<file path="src/rtl/fetch_stage.sv">
// rtl/fetch_stage.sv - PC register and IF/ID latch in front of the combinational instruction memory
// Optional feature: define JAL_PREDECODE_EN to redirect fetch on jal at fetch time.
module fetch_stage #(
    parameter logic [15:0] RESET_PC   = 16'h0000,
    parameter int unsigned IMEM_DEPTH = 256,
    parameter logic [15:0] HALT_INSTR = 16'hF800
) (
    input  logic        clk,
    input  logic        rst_n,
    output logic [15:0] imem_pc,
    input  logic [15:0] imem_instr,
    input  logic        id_stall,
    input  logic        redirect_valid,
    input  logic [15:0] redirect_pc,
    output logic        if_id_valid,
    output logic [15:0] if_id_instr,
    output logic [15:0] if_id_pc,
    output logic [15:0] if_id_pc_plus1,
    output logic        halted,
    output logic        fetch_fault
);

    typedef enum logic [1:0] {
        S_RUN   = 2'd0,
        S_HALT  = 2'd1,
        S_FAULT = 2'd2
    } state_t;

    state_t      state, state_n;
    logic [15:0] pc, pc_n;
    logic        valid_n;
    logic [15:0] instr_n, ipc_n, ipc1_n;
    logic        fault_n;
    logic [15:0] pc_inc;
    logic [15:0] seq_pc;
    logic        in_range;

    assign pc_inc   = pc + 16'd1;
    assign in_range = ({16'd0, pc} < IMEM_DEPTH);

`ifdef JAL_PREDECODE_EN
    // jal (opcode 00101) is resolved here; execute must not redirect for it
    assign seq_pc = (imem_instr[15:11] == 5'b00101) ? {5'b0, imem_instr[10:0]} : pc_inc;
`else
    assign seq_pc = pc_inc;
`endif

    always_comb begin
        state_n = state;
        pc_n    = pc;
        valid_n = if_id_valid;
        instr_n = if_id_instr;
        ipc_n   = if_id_pc;
        ipc1_n  = if_id_pc_plus1;
        fault_n = fetch_fault;
        if (state == S_FAULT) begin
            valid_n = 1'b0;
        end else if (redirect_valid) begin
            pc_n    = redirect_pc;
            valid_n = 1'b0;
            state_n = S_RUN;
        end else if (!id_stall) begin
            case (state)
                S_RUN: begin
                    if (!in_range) begin
                        valid_n = 1'b0;
                        fault_n = 1'b1;
                        state_n = S_FAULT;
                    end else begin
                        instr_n = imem_instr;
                        ipc_n   = pc;
                        ipc1_n  = pc_inc;
                        valid_n = 1'b1;
                        // HALT enters IF/ID so decode sees it, but the PC parks on it
                        if (imem_instr == HALT_INSTR) begin
                            state_n = S_HALT;
                        end else begin
                            pc_n = seq_pc;
                        end
                    end
                end
                S_HALT: begin
                    valid_n = 1'b0;
                end
                default: begin
                    valid_n = 1'b0;
                end
            endcase
        end
    end

    always_ff @(posedge clk or negedge rst_n) begin
        if (!rst_n) begin
            state          <= S_RUN;
            pc             <= RESET_PC;
            if_id_valid    <= 1'b0;
            if_id_instr    <= 16'd0;
            if_id_pc       <= 16'd0;
            if_id_pc_plus1 <= 16'd0;
            fetch_fault    <= 1'b0;
        end else begin
            state          <= state_n;
            pc             <= pc_n;
            if_id_valid    <= valid_n;
            if_id_instr    <= instr_n;
            if_id_pc       <= ipc_n;
            if_id_pc_plus1 <= ipc1_n;
            fetch_fault    <= fault_n;
        end
    end

    assign imem_pc = pc;
    assign halted  = (state == S_HALT);

endmodule

</file>
<file path="config.mk">
export PLATFORM = sky130hd
export DESIGN_NAME = fetch_stage
export DESIGN_NICKNAME = d
export VERILOG_FILES = /design/src/rtl/fetch_stage.sv
export SDC_FILE = /design/constraint.sdc
export NUM_CORES = 1
export LEC_CHECK = 0
export CORE_MARGIN = 10
export CORE_UTILIZATION = 50
export CTS_CLUSTER_DIAMETER = 80
export DETAILED_ROUTE_END_ITERATION = 8
export DONT_BUFFER_PORTS = 1
export PLACE_DENSITY = 0.63
export SLEW_MARGIN = 15
export SYNTH_ARGS = -nofsm -noshare
export SYNTH_HDL_FRONTEND = slang
export SYNTH_SLANG_ARGS = --single-unit
</file>
<file path="constraint.sdc">
create_clock -name clk -period 3 [get_ports clk]
set_input_delay 0.3 -clock clk [delete_from_list [all_inputs] [get_ports clk]]
set_output_delay 0.3 -clock clk [all_outputs]
set_load 0.01 [all_outputs]
</file>
**Run 1: clock nets**

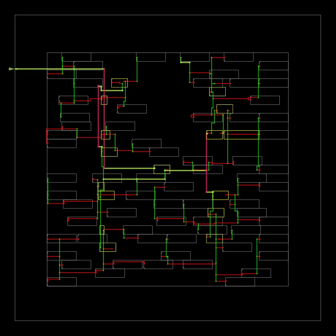
clock latency of the later-clocked register in the worst-skew pair: 330 ps
power attributed to the clock group: 0.000759 W
post-route clock skew: 7.44 ps

**Run 1: cell sizes after repair**

Scale bar: 20 um.
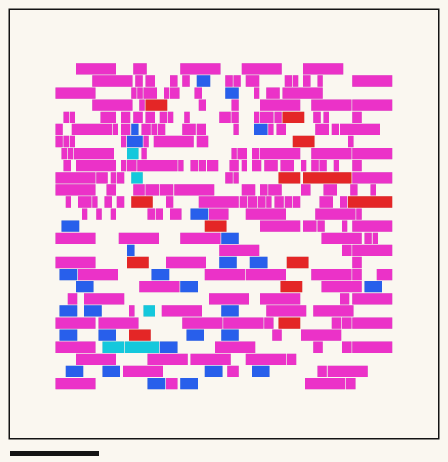
- cyan: x3 and x4 (cells 5; share 1.9%)
- red: x6 and larger (cells 13; share 5.0%)
- blue: x2 (cells 30; share 11%)
- magenta: x1 and smaller (cells 213; share 82%)

**Run 1: gate-type map**

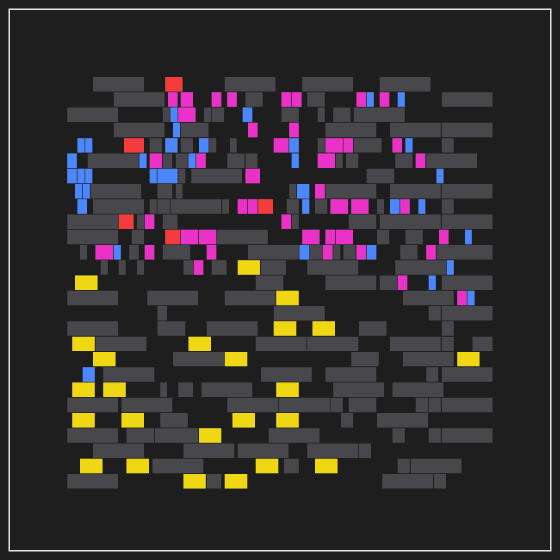
- yellow: mux cells (cells 24; most used mux2_2)
- magenta: aoi and oai cells (cells 43; most used o21ai_0)
- blue: nand cells (cells 36; most used nand2_1)
- red: non-inverting ao/oa cells (cells 5; most used a21o_1)

==> notes.md, run 1 <==
run results: outcome=complete, no violations, I/O pin count=103, total number of placement rows=27, Max Buffers Root-to-Sink=2, nature of the critical path startpoint=register, Worst Path Arrival=2400 ps, highest-count logic cell in the final layout=sky130_fd_sc_hd__dfrtp_1, Worst Hold Depth=1, leakage power total=1.47 nW, cells on worst reg2reg path=5, endpoint of the worst register-to-register path=imem_pc[0]$_DFFE_PN0P_, number of hold violations in the final report=0, Worst Setup EP=imem_pc[0]$_DFFE_PN0P_, count of flip-flops with a built-in enable after synthesis=0, total combinational power=0.000240 W, post-cts hold-fix buffer tally=2, Ys Warns=0, maximum number of pins on one net before global-route repair=69, fmax=451 MHz, Yosys chip area=0.00290 mm^2, unrepaired setup endpoints after global routing=false, mux share=0.0931, total number of nets in the final design=293, CTS tree=built, xor and xnor fraction of the mapped netlist area=0.0211, post-synthesis cell area=0.00290 mm^2, switching fraction of total power=0.302, Max transition margin=0.503, post-CTS resize count=0, dominant synthesized flop cell=sky130_fd_sc_hd__dfrtp_1, most instantiated logic cells after routing=sky130_fd_sc_hd__dfrtp_1 (68), sky130_fd_sc_hd__mux2_2 (24), sky130_fd_sc_hd__nand2_1 (23), sky130_fd_sc_hd__nor2_1 (16), synthesized netlist net count=292, adder and majority gate portion of the synthesized area=0.00431, level count of the clock H-tree=3, family of cells with the greatest summed delay on the critical path=simple AND/OR/NAND/NOR gates, crit-path max cell delay=550 ps, number of non-filler instances in the completed layout=333, met1 layer usage reported by global route=0.173, Seq/Total Area, Yosys=0.586, Post-Synthesis Cells=255, Routed Antenna Nets=0, via total after detailed routing=1941, number of flip-flops and latches in the synthesized netlist=68, Final Wtd Congestion=0.785, fraction of synthesis flops using an asynchronous set or reset pin=1.00, cells along the critical path=nor4_1, a31oi_1, or2_0, a21o_1, o2bb2ai_1, cell depth of the worst setup path=5, Die Width=96.2 um, Slew Viols, Final=0, sort of element at the end of the critical path=register, Post-Route M1 WL=2.76 mm, setup tns final=0 ps, global-route wire length before repair=10.8 mm, Flop area=0.00170 mm^2, top routing layer used=met4, Iter 0 DRT Violations=132, postcts setup bufs=0, placed wire-length estimate after detailed placement=5.03 mm, fraction of power consumed by sequential logic=0.550, Floorplan Utilization=0.521, switching power=0.000671 W, final core utilization=0.572, antenna cell count=0, initial antenna violation count=0, simple share=0.164, global router's overall resource usage=0.153, setup slack after layout=783 ps, average cell area after synthesis=11.4 um^2, shortest clock period the worst path allows after layout=2220 ps, final tally of setup violations=0, router iterations before antenna repair=4, post-place instance area=0.00295 mm^2, Hold Path Class=in2reg
run 1: layout make-up:
type	count	share of cell area
clock buffers	12	0.0487
clock inverters	4	0.0149
inverters	4	0.00471
multi-input cells	169	0.353
flip-flops and latches	68	0.534
well taps	72	0.0283
repair buffers	4	0.0165
run 1: synthesized netlist by cell type (2+ instances only):
cell type	n	area [um^2]
sky130_fd_sc_hd__a21o_1	2	15.0
sky130_fd_sc_hd__a21oi_1	12	60.1
sky130_fd_sc_hd__a32oi_1	2	17.5
sky130_fd_sc_hd__and2_1	15	93.8
sky130_fd_sc_hd__buf_2	3	15.0
sky130_fd_sc_hd__clkbuf_1	8	30.0
sky130_fd_sc_hd__dfrtp_1	68	1700
sky130_fd_sc_hd__inv_1	3	11.3
sky130_fd_sc_hd__mux2_2	24	270
sky130_fd_sc_hd__nand2_1	23	86.3
sky130_fd_sc_hd__nand3_1	10	50.1
sky130_fd_sc_hd__nand4_1	3	18.8
sky130_fd_sc_hd__nor2_1	16	60.1
sky130_fd_sc_hd__nor2b_1	2	12.5
sky130_fd_sc_hd__nor3_1	2	10.0
sky130_fd_sc_hd__nor4_1	7	43.8
sky130_fd_sc_hd__o21ai_0	15	75.1
sky130_fd_sc_hd__o21ai_1	2	10.0
sky130_fd_sc_hd__o2bb2ai_1	6	52.6
sky130_fd_sc_hd__or4_1	2	15.0
sky130_fd_sc_hd__or4_2	2	17.5
sky130_fd_sc_hd__xnor2_1	4	35.0
sky130_fd_sc_hd__xor2_1	3	26.3
run 1: state kept, by name, indices dropped and copies added (netlist names):
register and cells:
fetch_fault 1, if_id_instr 16, if_id_pc 16, if_id_pc_plus1 16
if_id_valid 1, imem_pc 16, state 2
**Run 1: clock wires, drivers and flops**

Scale bar: 20 um.
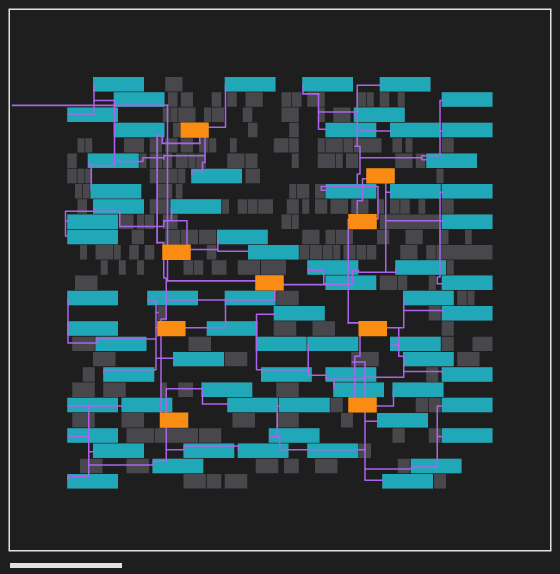

==> run 2: changes to the inputs <==
==> constraint.sdc (replaced) <==
create_clock -name clk -period 2.2 [get_ports clk]
set_input_delay 0.22 -clock clk [delete_from_list [all_inputs] [get_ports clk]]
set_output_delay 0.22 -clock clk [all_outputs]
set_load 0.01 [all_outputs]
**Run 2: clock wires, drivers and flops**

Scale bar: 20 um.
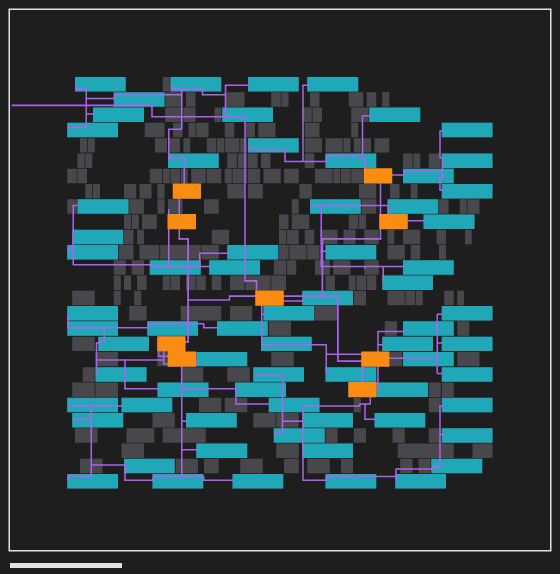
- orange: clock-net drivers (count 9)
- cyan: flip-flops (count 68)
- purple: clock wires (length 824 um)
- routed clock nets: 10

==> notes.md, run 2 <==
run results: Worst Path Arrival=2190 ps (-210 ps), top routing layer used=met4, setup slack after layout=229 ps (-554 ps), Max Buffers Root-to-Sink=2 (unchanged), leakage power total=1.52 nW (+3.3%), Post-Route M1 WL=2.99 mm (+8.3%), Routed Antenna Nets=0 (unchanged), sort of element at the end of the critical path=register, Ys Warns=0 (unchanged), Final Wtd Congestion=0.813 (+3.6%), top area cells in the synthesized netlist=sky130_fd_sc_hd__dfrtp_1 (59%), sky130_fd_sc_hd__mux2_2 (9.3%), sky130_fd_sc_hd__and2_1 (3.2%), Iter 0 DRT Violations=160 (+21%), setup tns final=0 ps (unchanged), maximum number of pins on one net before global-route repair=69 (unchanged), Synth top cells by count=sky130_fd_sc_hd__dfrtp_1 (68), sky130_fd_sc_hd__mux2_2 (24), sky130_fd_sc_hd__nand2_1 (23), sky130_fd_sc_hd__nor2_1 (16), most instantiated logic cells after routing=sky130_fd_sc_hd__dfrtp_1 (68), sky130_fd_sc_hd__mux2_2 (24), sky130_fd_sc_hd__nand2_1 (23), sky130_fd_sc_hd__nor2_1 (16), switching fraction of total power=0.317 (+0.0146), router iterations before antenna repair=4 (unchanged), CTS tree=built, Post-Synthesis Cells=255 (unchanged), top-count cell post-synth=sky130_fd_sc_hd__dfrtp_1, antenna cell count=0 (unchanged), Total Wirelength=7.25 mm, outcome=complete, no violations, Seq/Total Area, Yosys=0.586 (unchanged), library cells used by synthesis=44, Worst Hold Depth=2 (+1), fmax=507 MHz (+12%), level count of the clock H-tree=3 (unchanged), Worst Setup EP=imem_pc[6]$_DFFE_PN0P_, post-place instance area=0.00306 mm^2 (+3.9%), post-CTS resize count=0 (unchanged), Slew Viols, Final=0 (unchanged), count of flip-flops with a built-in enable after synthesis=0 (unchanged), Hold Path Class=in2reg, met1 layer usage reported by global route=0.186 (+0.0128), number of flip-flops and latches in the synthesized netlist=68 (unchanged), final core utilization=0.586 (+0.0144), total number of nets in the final design=306 (+4.4%), highest-count logic cell in the final layout=sky130_fd_sc_hd__dfrtp_1, fraction of power consumed by sequential logic=0.522 (-0.028), I/O pin count=103 (unchanged), post-route clock skew=8.68 ps (+1.24 ps), Comb pwr share=0.190, fraction of synthesis flops using an asynchronous set or reset pin=1.00 (unchanged), Synth top area share=0.586 (unchanged), cell depth of the worst setup path=5 (unchanged), Floorplan Utilization=0.521 (unchanged), crit-path max cell delay=590 ps (+40 ps), number of hold violations in the final report=0 (unchanged), via total after detailed routing=1977 (+1.9%), Die Width=96.2 um (unchanged), cell taking the most area after synthesis=sky130_fd_sc_hd__dfrtp_1, global router's overall resource usage=0.156 (+0.00303), initial antenna violation count=0 (unchanged), clock latency of the later-clocked register in the worst-skew pair=330 ps (about the same), final tally of setup violations=0 (unchanged), Yosys chip area=0.00290 mm^2 (unchanged), unrepaired setup endpoints after global routing=false, switching power=0.000932 W (+39%), Max transition margin=0.683 (+0.180), worst-case register-to-register setup slack=230 ps, nature of the critical path startpoint=register, endpoint of the worst register-to-register path=imem_pc[6]$_DFFE_PN0P_, placed wire-length estimate after detailed placement=5.22 mm (+3.9%), dominant synthesized flop cell=sky130_fd_sc_hd__dfrtp_1, post-synthesis cell area=0.00290 mm^2 (unchanged)
==> run 2: cell types whose count changed in the layout (fill, tap and decap cells not counted), sizes merged <==
cell         before  now
clkbuf           12   10
dlygate4sd3       1    2
clkinvlp          1    2
clkinv            3    4
bufinv            1    0
buf               3   15
==> run 2: through the flow <==
| step | total power, W | hold slack (ps) |
|---|---|---|
| 2_1_floorplan | 0.00187 | -75.6 |
| 3_3_place_gp | 0.00209 | -73.4 |
| 3_5_place_dp | 0.00209 | -73.4 |
| 4_1_cts | 0.00298 | 20.6 |
| 5_1_grt | 0.00312 | 12.2 |
| 6_report | 0.00294 | 31.3 |
==> run 2: cells by family (layout without fill, tap and decap cells) <==
logic type | after synthesis | after routing | synth area share
and+or+nand+nor | 89 | 89 | 0.164
DFF | 68 | 68 | 0.586
AOI/OAI and AO/OA | 48 | 48 | 0.104
muxes | 24 | 24 | 0.0931
buffers and inverters | 18 | 36 | 0.0276
xor gates and xnor gates | 7 | 7 | 0.0211
adders and majority gates | 1 | 1 | 0.00431
==> run 2: power groups by stage <==
stage	sequential, W	combinational (W)	clock (W)
floorplan	0.00158	0.000296	0
global placement	0.00156	0.000523	0
detailed placement	0.00156	0.000529	0
CTS	0.00154	0.000566	0.000871
global route	0.00156	0.000626	0.000929
finish	0.00154	0.000558	0.000848
==> run 2: timing repair <==
item	CTS	global route
buffers inserted	0	0
endpoints found under the hold margin	70	0
hold buffers	3	0
==> run 2: layout make-up <==
cell class	instances	area, um^2
Fill cell	478	2310
Timing Repair Buffer	17	178
Tap cell	72	90.1
Sequential cell	68	1700
Clock buffer	10	128
Clock inverter	5	30.0
Multi-Input combinational cell	169	1130
Inverter	4	15.0
No activity file was given, so power comes from the tool's default toggle rates.
